==> images/layer_met1.png <==
(2 px per um) Supply wires on this layer in gray.
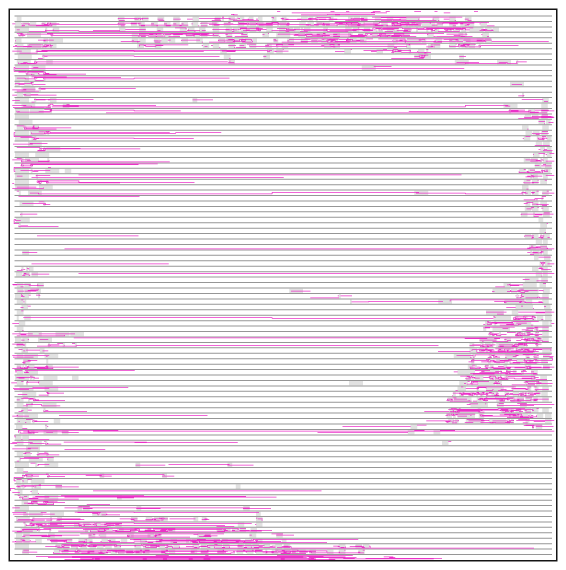
==> images/layer_met4.png <==
(1.5 px per um) Supply wires on this layer in gray.
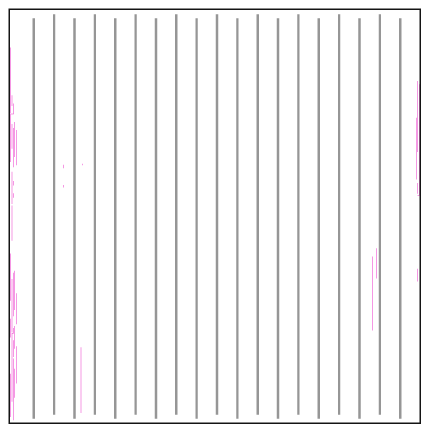
==> images/flops_by_reg.png <==
(1.5 px per um)
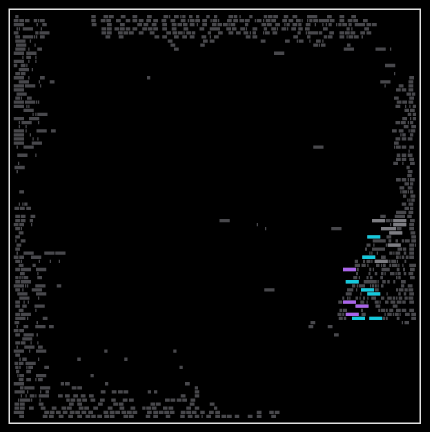
==> images/congestion.png <==
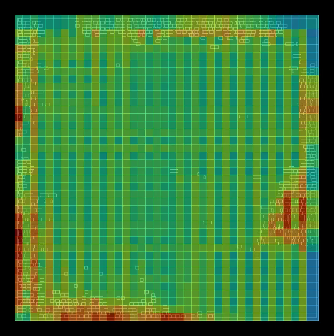
$ cat config.mk
export PLATFORM = sky130hd
export DESIGN_NAME = sram_burst_sched
export DESIGN_NICKNAME = d
export VERILOG_FILES = /design/src/rtl/gb_sched_pkg.sv /design/src/rtl/sram_burst_sched_rr_arbiter.sv /design/src/rtl/sram_burst_sched.sv
export SDC_FILE = /design/constraint.sdc
export NUM_CORES = 1
export LEC_CHECK = 0
export CAP_MARGIN = 20
export CORE_AREA = 2 2 271 273
export DETAILED_ROUTE_END_ITERATION = 6
export DIE_AREA = 0 0 273 275
export SKIP_LAST_GASP = 1
export SYNTH_ARGS = -nofsm -noshare
export SYNTH_HDL_FRONTEND = slang
export SYNTH_SLANG_ARGS = --single-unit
export TNS_END_PERCENT = 5
$ cat constraint.sdc
create_clock -name clk -period 3.9 [get_ports clk]
set_input_delay 0.78 -clock clk [delete_from_list [all_inputs] [get_ports clk]]
set_output_delay 0.78 -clock clk [all_outputs]
set_load 0.03 [all_outputs]
$ cat src/rtl/gb_sched_pkg.sv
// Shared definitions for the GB SRAM burst scheduler.
// Contents: FSM state encodings, requester-id width helper, default DVS value.
package gb_sched_pkg;

    localparam int unsigned DVS_WIDTH = 4;
    localparam logic [DVS_WIDTH-1:0] DVS_DEFAULT = 4'b0000;

    // FSM state encodings
    localparam logic [0:0] ST_IDLE  = 1'b0;
    localparam logic [0:0] ST_BURST = 1'b1;

    // Requester id width; never below 1 so a 1-bit id field always exists
    function automatic int unsigned id_width(input int unsigned n);
        return (n <= 2) ? 1 : $clog2(n);
    endfunction

endpackage

$ cat src/rtl/sram_burst_sched_rr_arbiter.sv
// Combinational round-robin arbiter.
// Ports:
//   req_i     request vector, one bit per requester
//   ptr_i     highest-priority index; scanning goes upward from here with wrap
//   gnt_o     one-hot grant
//   gnt_id_o  encoded grant index
//   gnt_vld_o at least one request present
module rr_arbiter
    import gb_sched_pkg::*;
#(
    parameter int unsigned NUM_REQ  = 2,
    parameter int unsigned ID_WIDTH = id_width(NUM_REQ)
) (
    input  logic [NUM_REQ-1:0]  req_i,
    input  logic [ID_WIDTH-1:0] ptr_i,
    output logic [NUM_REQ-1:0]  gnt_o,
    output logic [ID_WIDTH-1:0] gnt_id_o,
    output logic                gnt_vld_o
);

    localparam int unsigned SW = ID_WIDTH + 1;

    logic [SW-1:0] idx;

    // First set bit at or above ptr_i, wrapping modulo NUM_REQ
    always_comb begin
        gnt_o     = '0;
        gnt_id_o  = '0;
        gnt_vld_o = 1'b0;
        idx       = '0;
        for (int unsigned off = 0; off < NUM_REQ; off++) begin
            idx = {1'b0, ptr_i} + SW'(off);
            if (idx >= SW'(NUM_REQ)) begin
                idx = idx - SW'(NUM_REQ);
            end
            if (!gnt_vld_o && req_i[idx[ID_WIDTH-1:0]]) begin
                gnt_vld_o = 1'b1;
                gnt_id_o  = idx[ID_WIDTH-1:0];
            end
        end
        if (gnt_vld_o) begin
            gnt_o[gnt_id_o] = 1'b1;
        end
    end

endmodule

$ cat src/rtl/sram_burst_sched.sv
// Burst scheduler in front of one single-port GB SRAM macro.
// Round-robin arbitration between NUM_REQ requesters; the grant is held for a
// whole burst while sequential addresses are issued. Write beats are paced by
// wr_vld/wr_rdy; read data returns one cycle after issue, tagged with the owner.
// Ports:
//   clk, rst                       clock / async active-high reset
//   req_vld/req_rdy/req_we/
//   req_addr/req_len               burst command per requester (packed vectors)
//   wr_vld/wr_rdy/wr_data          write beat handshake per requester
//   rsp_vld/rsp_id/rsp_last/
//   rsp_data                       read response (no backpressure)
//   sram_*                         SRAM macro pins
module sram_burst_sched
    import gb_sched_pkg::*;
#(
    parameter int unsigned            NUM_REQ    = 2,
    parameter int unsigned            ADDR_WIDTH = 7,
    parameter int unsigned            DATA_WIDTH = 128,
    parameter int unsigned            LEN_WIDTH  = 4,
    parameter logic [DVS_WIDTH-1:0]   DVS_VAL    = DVS_DEFAULT,
    localparam int unsigned           ID_WIDTH   = id_width(NUM_REQ)
) (
    input  logic                             clk,
    input  logic                             rst,
    input  logic [NUM_REQ-1:0]               req_vld,
    output logic [NUM_REQ-1:0]               req_rdy,
    input  logic [NUM_REQ-1:0]               req_we,
    input  logic [NUM_REQ*ADDR_WIDTH-1:0]    req_addr,
    input  logic [NUM_REQ*LEN_WIDTH-1:0]     req_len,
    input  logic [NUM_REQ-1:0]               wr_vld,
    output logic [NUM_REQ-1:0]               wr_rdy,
    input  logic [NUM_REQ*DATA_WIDTH-1:0]    wr_data,
    output logic                             rsp_vld,
    output logic [ID_WIDTH-1:0]              rsp_id,
    output logic                             rsp_last,
    output logic [DATA_WIDTH-1:0]            rsp_data,
    output logic [ADDR_WIDTH-1:0]            sram_A,
    output logic [DATA_WIDTH-1:0]            sram_DI,
    input  logic [DATA_WIDTH-1:0]            sram_DO,
    output logic                             sram_WEB,
    output logic                             sram_CSB,
    output logic [DVS_WIDTH-1:0]             sram_DVS,
    output logic                             sram_DVSE
);

    logic [0:0]            state_q, state_d;
    logic [ID_WIDTH-1:0]   ptr_q, ptr_d;
    logic [ID_WIDTH-1:0]   gid_q, gid_d;
    logic                  we_q, we_d;
    logic [ADDR_WIDTH-1:0] addr_q, addr_d;
    logic [LEN_WIDTH-1:0]  rem_q, rem_d;
    logic                  rsp_vld_q, rsp_vld_d;
    logic [ID_WIDTH-1:0]   rsp_id_q, rsp_id_d;
    logic                  rsp_last_q, rsp_last_d;

    logic                  issue;
    logic [NUM_REQ-1:0]    arb_gnt;
    logic [ID_WIDTH-1:0]   arb_id;
    logic                  arb_vld;

    rr_arbiter #(
        .NUM_REQ  (NUM_REQ),
        .ID_WIDTH (ID_WIDTH)
    ) u_arb (
        .req_i     (req_vld),
        .ptr_i     (ptr_q),
        .gnt_o     (arb_gnt),
        .gnt_id_o  (arb_id),
        .gnt_vld_o (arb_vld)
    );

    // State registers
    always_ff @(posedge clk or posedge rst) begin
        if (rst) begin
            state_q    <= ST_IDLE;
            ptr_q      <= '0;
            gid_q      <= '0;
            we_q       <= 1'b0;
            addr_q     <= '0;
            rem_q      <= '0;
            rsp_vld_q  <= 1'b0;
            rsp_id_q   <= '0;
            rsp_last_q <= 1'b0;
        end else begin
            state_q    <= state_d;
            ptr_q      <= ptr_d;
            gid_q      <= gid_d;
            we_q       <= we_d;
            addr_q     <= addr_d;
            rem_q      <= rem_d;
            rsp_vld_q  <= rsp_vld_d;
            rsp_id_q   <= rsp_id_d;
            rsp_last_q <= rsp_last_d;
        end
    end

    // Next-state and handshake logic
    always_comb begin
        state_d    = state_q;
        ptr_d      = ptr_q;
        gid_d      = gid_q;
        we_d       = we_q;
        addr_d     = addr_q;
        rem_d      = rem_q;
        rsp_vld_d  = 1'b0;
        rsp_id_d   = rsp_id_q;
        rsp_last_d = 1'b0;
        req_rdy    = '0;
        wr_rdy     = '0;
        issue      = 1'b0;

        case (state_q)
            ST_IDLE: begin
                // Gate with rst so no command is acknowledged while held in reset
                if (arb_vld && !rst) begin
                    req_rdy = arb_gnt;
                    gid_d   = arb_id;
                    we_d    = req_we[arb_id];
                    addr_d  = req_addr[32'(arb_id)*ADDR_WIDTH +: ADDR_WIDTH];
                    rem_d   = req_len[32'(arb_id)*LEN_WIDTH +: LEN_WIDTH];
                    ptr_d   = (arb_id == ID_WIDTH'(NUM_REQ - 1)) ? '0 : arb_id + 1'b1;
                    state_d = ST_BURST;
                end
            end
            ST_BURST: begin
                if (we_q) begin
                    wr_rdy[gid_q] = 1'b1;
                    issue         = wr_vld[gid_q];
                end else begin
                    issue = 1'b1;
                end
                if (issue) begin
                    addr_d = addr_q + 1'b1;
                    rem_d  = rem_q - 1'b1;
                    if (rem_q == '0) begin
                        state_d = ST_IDLE;
                    end
                    if (!we_q) begin
                        rsp_vld_d  = 1'b1;
                        rsp_id_d   = gid_q;
                        rsp_last_d = (rem_q == '0);
                    end
                end
            end
            default: begin
                state_d = ST_IDLE;
            end
        endcase
    end

    // SRAM pins follow the issue decision in the same cycle
    assign sram_CSB  = ~issue;
    assign sram_WEB  = ~(issue & we_q);
    assign sram_A    = issue ? addr_q : '0;
    assign sram_DI   = (issue && we_q) ? wr_data[32'(gid_q)*DATA_WIDTH +: DATA_WIDTH] : '0;
    assign sram_DVS  = DVS_VAL;
    assign sram_DVSE = 1'b0;

    // Response metadata lines up with the macro's registered read data
    assign rsp_vld  = rsp_vld_q;
    assign rsp_id   = rsp_id_q;
    assign rsp_last = rsp_last_q;
    assign rsp_data = sram_DO;

endmodule

==> run summary <==
number of design rule violations left after detail routing = 0
Dominant Register Cell = dfrtp_1
vias in the first global route = 5,119
number of hold-repair buffers added at the cts stage = 0
type of the worst setup path = in -> out
Congestion Overflow GR = 0
antenna violations before repair = 15
final worst clock skew = 1.29 ps
Area contributors post-synth = mux2i_1 (31%), buf_4 (25%), nor2_1 (13%), dfrtp_1 (11%), buf_6 (2.7%)
pin count of the biggest net entering global routing = 75
TritonCTS clock tree = done
final weighted congestion in routability-driven placement = 0.795
launching element type of the critical path = primary input
Placement Setup Slack = 285 ps
Total Power Consumption = 5.45 mW
worst-case register-to-register setup slack = 1740 ps
count of pins on the block boundary = 691
pwr/cell area = 576 mW/mm2
instance tally after logic synthesis = 563
vias per inst = 2.80
unrepaired setup endpoints after global routing = no
clock transition at the register clock pins on the worst setup and hold paths after CTS = 50 ps
min-delay src = rsp_id$_DFFE_PP0P_
worst endpoint required time = 3120 ps
TritonRoute pass-1 iters = 4
Async SR Flop Fraction = 100%
wire length of the first global-routing pass = 44,700 um
Sum Neg Setup Slack = 0 ps
number of warning messages in the logs = 27
fraction of layout instances using a drive strength above 1 = 19.1%
synthesized chip area reported by yosys = 0.00417 mm2
sequential area share after synthesis = 10.8%
Die Y-Extent = 275 um
filler-free cell count of the finished design = 1,822
top cell type by total area after synthesis = mux2i_1
number of register bits inferred by synthesis = 18
total met2 wirelength after detailed routing = 14,400 um
transition time at the pin with the least slew margin = 756 ps
max-capacitance violation count = 0
clock tree root driver cell = clkbuf_16
highest achievable clock rate = 284 MHz
result of the run = completed
post-route fraction of the period consumed by the critical path = 90.3%
Setup violations, final = 0
synth cell count leaders = nor2_1 (149), buf_4 (137), mux2i_1 (128)
CTS HTree Levels = 1
number of placed instances, taps included = 1,814
detailed router's first-iteration violation count = 250
top cell type by instance count after synthesis = nor2_1
Max Fanout on Critical Path = 11
die boundary width = 273 um
half-perimeter wire length after detailed placement = 32,200 um
Die Footprint = 0.0751 mm2
type of element capturing the critical path = output pin
leakage component of the power = 3.60 nW
Resize count post-CTS = 0
number of synthesis warnings = 0
placement row count = 99
CTS sink count = 18
area growth from synthesis to layout = 127%
count of nets after finishing = 1,277
Core Util at FP = 5.76%
Min-Delay Endpoint = rsp_id$_DFFE_PP0P_
post-layout min period = 3520 ps
buffer count from post-CTS setup fixing = 0
RR Endpoint = addr_q[0]$_DFFE_PP0P_
Floorplan Core Area = 0.0723 mm2
Back to the opening pictures, layer_met1.png:
The layer holds 43% of the routed length. The wires run mostly horizontal. The layer carries 15,300 um of wire. The longest straight run is 245 um. 998 nets have wire on it.
Total Routed Length: 35,800 um
met1 capacity usage during global routing: 11.7%
via count: 5,098

Back to the opening pictures, layer_met4.png:
The layer holds 2.4% of the routed length. The longest straight run is 74.1 um. 35 nets have wire on it. The layer carries 865 um of wire.

Back to the opening pictures, flops_by_reg.png:
Key: `addr_q` = cyan [sequential cells 7]; `rem_q` = purple [sequential cells 4]
power drawn by the sequential cells: 401 uW
fin util: 13.1%
fraction of standard cell area that is sequential: 4.80%
flip-flop and latch area: 454 um2

Back to the opening pictures, congestion.png:
met3 capacity usage during global routing: 4.73%
average routed wire per standard cell: 19.6 um
GRT busiest layer: met2
Total Routing Usage GR: 8.88%

[critical path: stages]
cell and delay, ps:
clkdlybuf4s50_1 490, mux2i_2 120, a21oi_4 290, nand2_4 190, nor2_1 170, clkdlybuf4s50_1 690
[final cells by class]
class                   count  area (um2)  share of cell area (%)
inverters                   8        30.0                   0.317
clock buffers               4        78.8                   0.833
diodes                      4        10.0                   0.106
multi-input cells         371        2470                    26.2
flip-flops and latches     18         454                    4.80
well taps                 959        1200                    12.7
repair buffers            458        5210                    55.1
[report_power, final]
| group | switching, mW | internal, mW | total [mW] |
|---|---|---|---|
| logic | 2.64 | 2.20 | 4.84 |
| registers | 0.118 | 0.283 | 0.401 |
| clock network | 0.0693 | 0.139 | 0.208 |
[placed cells by master, fill, tap and decap left out, types with 2 or more instances in the layout]
| cell type | Yosys | final |
|---|---|---|
| a22o_1 | 3 | 3 |
| buf_4 | 137 | 73 |
| diode_2 | 0 | 4 |
| inv_1 | 6 | 6 |
| ha_1 | 3 | 3 |
| o21ai_0 | 2 | 2 |
| nand2_1 | 9 | 8 |
| o21ai_1 | 6 | 6 |
| and4_1 | 3 | 3 |
| mux2i_1 | 128 | 128 |
| dfrtp_1 | 18 | 17 |
| nor2_1 | 149 | 149 |
| and3_1 | 10 | 10 |
| clkdlybuf4s50_1 | 0 | 304 |
| or2_1 | 2 | 2 |
| buf_12 | 0 | 81 |
| a21oi_1 | 10 | 10 |
| clkbuf_16 | 0 | 3 |
| and2_1 | 6 | 6 |
| nand4b_1 | 2 | 2 |
| conb_1 | 1 | 5 |
| nand3_1 | 4 | 4 |
| inv_2 | 2 | 2 |
| a211oi_1 | 5 | 5 |
| a211o_1 | 3 | 3 |
| a21boi_0 | 2 | 2 |
| nand2b_1 | 4 | 4 |
[how the worst max path moves through the flow]
stage,start,endpoint,cells past startpoint
2_1_floorplan,wr_vld[0],sram_DI[88],6
3_3_place_gp,wr_vld[0],sram_DI[81],8
3_5_place_dp,wr_vld[0],sram_DI[81],8
4_1_cts,wr_vld[0],sram_DI[81],8
5_1_grt,wr_vld[0],sram_DI[81],8
6_report,wr_vld[0],sram_DI[13],6
[flip-flops by register name, summed over array words and instances (netlist names)]
signal / count
addr_q: 7
gid_q: 1
ptr_q: 1
rem_q: 4
rsp_id: 1
rsp_last: 1
rsp_vld: 1
state_q: 1
we_q: 1
[metrics by stage]
step	area, um2	hold WS [ps]
floorplan	4180	457
global placement	9370	479
detailed placement	9370	494
CTS	9450	505
global route	9450	515
finish	9460	501
[logic make-up after synthesis]
group	synth area share (%)
AOI/OAI and AO/OA	7.03
adders and majority gates	0.901
buffers and inverters	30.4
DFF	10.8
muxes	31.3
other	0.0900
and+or+nand+nor	19.5
[routing by layer]
| metal | GRT usage [%] | up-vias |
|---|---|---|
| met5 | 0 | - |
| met4 | 2.23 | 10 |
| met3 | 4.73 | 74 |
| met2 | 12.5 | 397 |
| met1 | 11.7 | 2280 |
| li1 | - | 2337 |
Power and IR drop assume default switching activity.
